<file path="config.mk">
export PLATFORM = sky130hd
export DESIGN_NAME = serial_sub4
export DESIGN_NICKNAME = d
export VERILOG_FILES = /design/src/rtl/serial_sub4.sv
export SDC_FILE = /design/constraint.sdc
export NUM_CORES = 1
export LEC_CHECK = 0
export CAP_MARGIN = 20
export CORE_MARGIN = 2
export CORE_UTILIZATION = 45
export DETAILED_ROUTE_END_ITERATION = 8
export PLACE_DENSITY = 0.74
export SLEW_MARGIN = 20
export SYNTH_ARGS = -nofsm -noshare
export SYNTH_HDL_FRONTEND = slang
export SYNTH_SLANG_ARGS = --single-unit
</file>
<file path="constraint.sdc">
create_clock -name clk -period 1.7 [get_ports clk]
set_input_delay 0.34 -clock clk [delete_from_list [all_inputs] [get_ports clk]]
set_output_delay 0.34 -clock clk [all_outputs]
set_load 0.02 [all_outputs]
</file>
<file path="src/rtl/serial_sub4.sv">
// Bit-serial subtractor: resolves A - B - Bin one bit per clock, LSB first,
// then presents DIFF/Bout with a one-cycle done pulse.
//
// state | meaning
// ------+---------------------------------------------------------------
// IDLE  | waiting for start; outputs hold the last result
// SHIFT | one bit resolved per clock; last bit loads DIFF/Bout and done
module serial_sub4 #(
   parameter int WIDTH = 4
) (
   input  logic             clk,
   input  logic             rst,
   input  logic             start,
   input  logic [WIDTH-1:0] A,
   input  logic [WIDTH-1:0] B,
   input  logic             Bin,
   output logic             busy,
   output logic             done,
   output logic [WIDTH-1:0] DIFF,
   output logic             Bout
);

   localparam int CW = (WIDTH > 1) ? $clog2(WIDTH) : 1;
   localparam logic [CW-1:0] LAST = CW'(WIDTH - 1);

   typedef enum logic {
      IDLE  = 1'b0,
      SHIFT = 1'b1
   } state_t;

   state_t           state;
   state_t           state_nxt;
   logic [WIDTH-1:0] a_sr;
   logic [WIDTH-1:0] b_sr;
   logic [WIDTH-1:0] res_sr;
   logic [WIDTH-1:0] res_nxt;
   logic             borrow;
   logic             borrow_nxt;
   logic             d_bit;
   logic             last_bit;
   logic [CW-1:0]    cnt;

   always_comb begin
      state_nxt  = state;
      d_bit      = a_sr[0] ^ b_sr[0] ^ borrow;
      borrow_nxt = (~a_sr[0] & b_sr[0]) | (~(a_sr[0] ^ b_sr[0]) & borrow);
      // New bit enters at the MSB so the result is aligned after WIDTH shifts.
      res_nxt            = res_sr >> 1;
      res_nxt[WIDTH-1]   = d_bit;
      last_bit           = (cnt == LAST);
      case (state)
         IDLE:    if (start) state_nxt = SHIFT;
         SHIFT:   if (last_bit) state_nxt = IDLE;
         default: state_nxt = IDLE;
      endcase
   end

   assign busy = (state == SHIFT);

   always_ff @(posedge clk) begin
      if (rst) begin
         state  <= IDLE;
         a_sr   <= '0;
         b_sr   <= '0;
         res_sr <= '0;
         borrow <= 1'b0;
         cnt    <= '0;
         DIFF   <= '0;
         Bout   <= 1'b0;
         done   <= 1'b0;
      end else begin
         state <= state_nxt;
         done  <= 1'b0;
         case (state)
            IDLE: begin
               if (start) begin
                  a_sr   <= A;
                  b_sr   <= B;
                  borrow <= Bin;
                  res_sr <= '0;
                  cnt    <= '0;
               end
            end
            SHIFT: begin
               a_sr   <= a_sr >> 1;
               b_sr   <= b_sr >> 1;
               res_sr <= res_nxt;
               borrow <= borrow_nxt;
               if (last_bit) begin
                  DIFF <= res_nxt;
                  Bout <= borrow_nxt;
                  done <= 1'b1;
               end else begin
                  cnt <= cnt + 1'b1;
               end
            end
            default: ;
         endcase
      end
   end

endmodule

</file>
pinout.png
Scale: 10 px per um. Pins as bars across the die edge, other pins in gray.
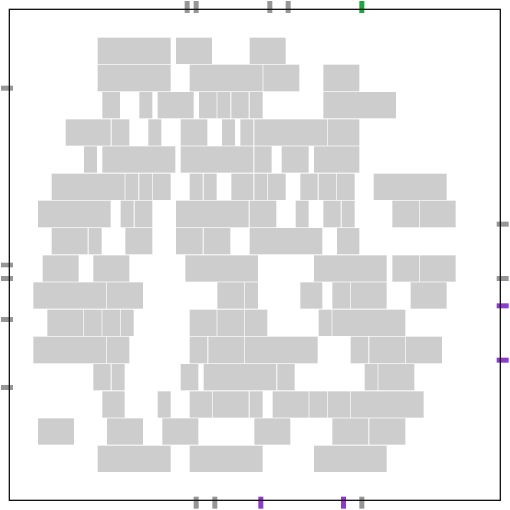
port	color	pins	direction	edge
done	green	1	output	north
B	purple	4	input	2 east, 2 south
all pins by edge	5 south, 5 west, 5 north, 4 east
die y size: 49.0 um
die x size: 49.0 um
IO Port Bufs: 18

closeup.png
Region (12, 2) to (37, 27) um. Cells in gray, sequential cells in the stronger gray; small squares are vias.
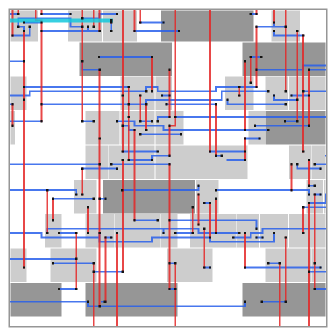
layer	color
M3	cyan
M2	red
M1	blue
sequential cells in the window	8
netlist names of flops here include	b_sr (4), a_sr (2)
most frequent	dfxtp_1 (8), nor2b_1 (5), clkdlybuf4s50_1 (4)
cells with their middle in the window	38

ff_map.png
Scale: 6 px per um.
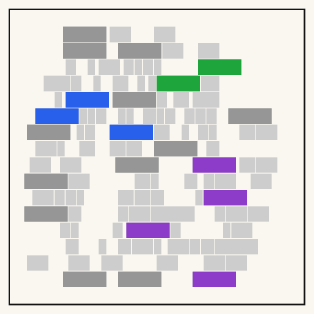
name in the netlist	color	placed flops
b_sr	purple	4
cnt	green	2
res_sr	blue	3
fraction of area in registers: 37.8%
Finished Core Util: 57.3%

==> reports/results.txt <==
Critical path's largest stage delay = 0.60 ns
Hold depth = 2
Status = finished clean
Registers = 21
Distinct lib cells = 23
RR Endpoint = Bout
Pint = 666 uW
Worst Hold Launch = DIFF[3]
Critical path class = reg2out
Switching share of power = 24.0%
Slowest CP cell = clkdlybuf4s50_1
Post-synthesis instance area = 910 um2
Uppermost layer routed = met4
Clk buf depth = 2
DRT met1 WL = 761 um
Tool warning count = 26
Fin nets = 130
Peak supply drop = 524 uV
RSZ-0062 raised after global routing = false
Die Size = 0.00240 mm2
Core ar. = 0.00194 mm2
Inverter count = 2
Total negative slack = 0 ns
Most numerous cell in the Yosys netlist = dfxtp_1
Nonclk buf count = 21
# DRC = 0
Logic gate share of total power = 14.0%
Crit path capture = DIFF[2]
Xor+xnor area frac = 0%
Clock network share of area = 2.47%
Worst Hold Slack = 0.461 ns
Initial antenna violation count = 0
CTS resizes = 0
Syn_area_per_cell = 9.28 um2
Post-synth EDFFs = 0
CP Data Required Time = 1.36 ns
congestion_map.png
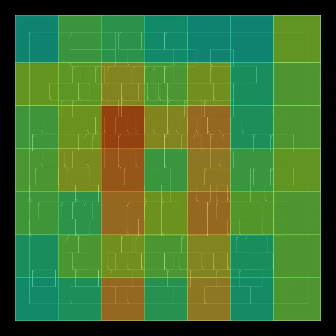
met3 usage: 2.76%
gr busiest metal: met2
overall routing resource usage: 14.2%

gates.png
Scale: 6 px per um.
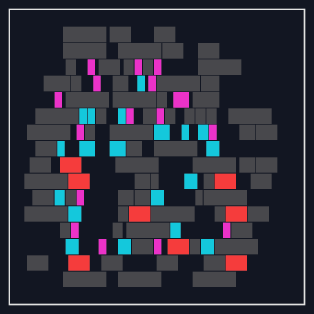
family	color	cells
mux cells	red	8
nand cells	magenta	16
nor cells	cyan	19
combinational share of cell area: 36.7%
Finished Layout Cells: 142
Top cell excl fill/tap: dfxtp_1

Power figures rest on the tool's default switching activity, not on a simulated workload.
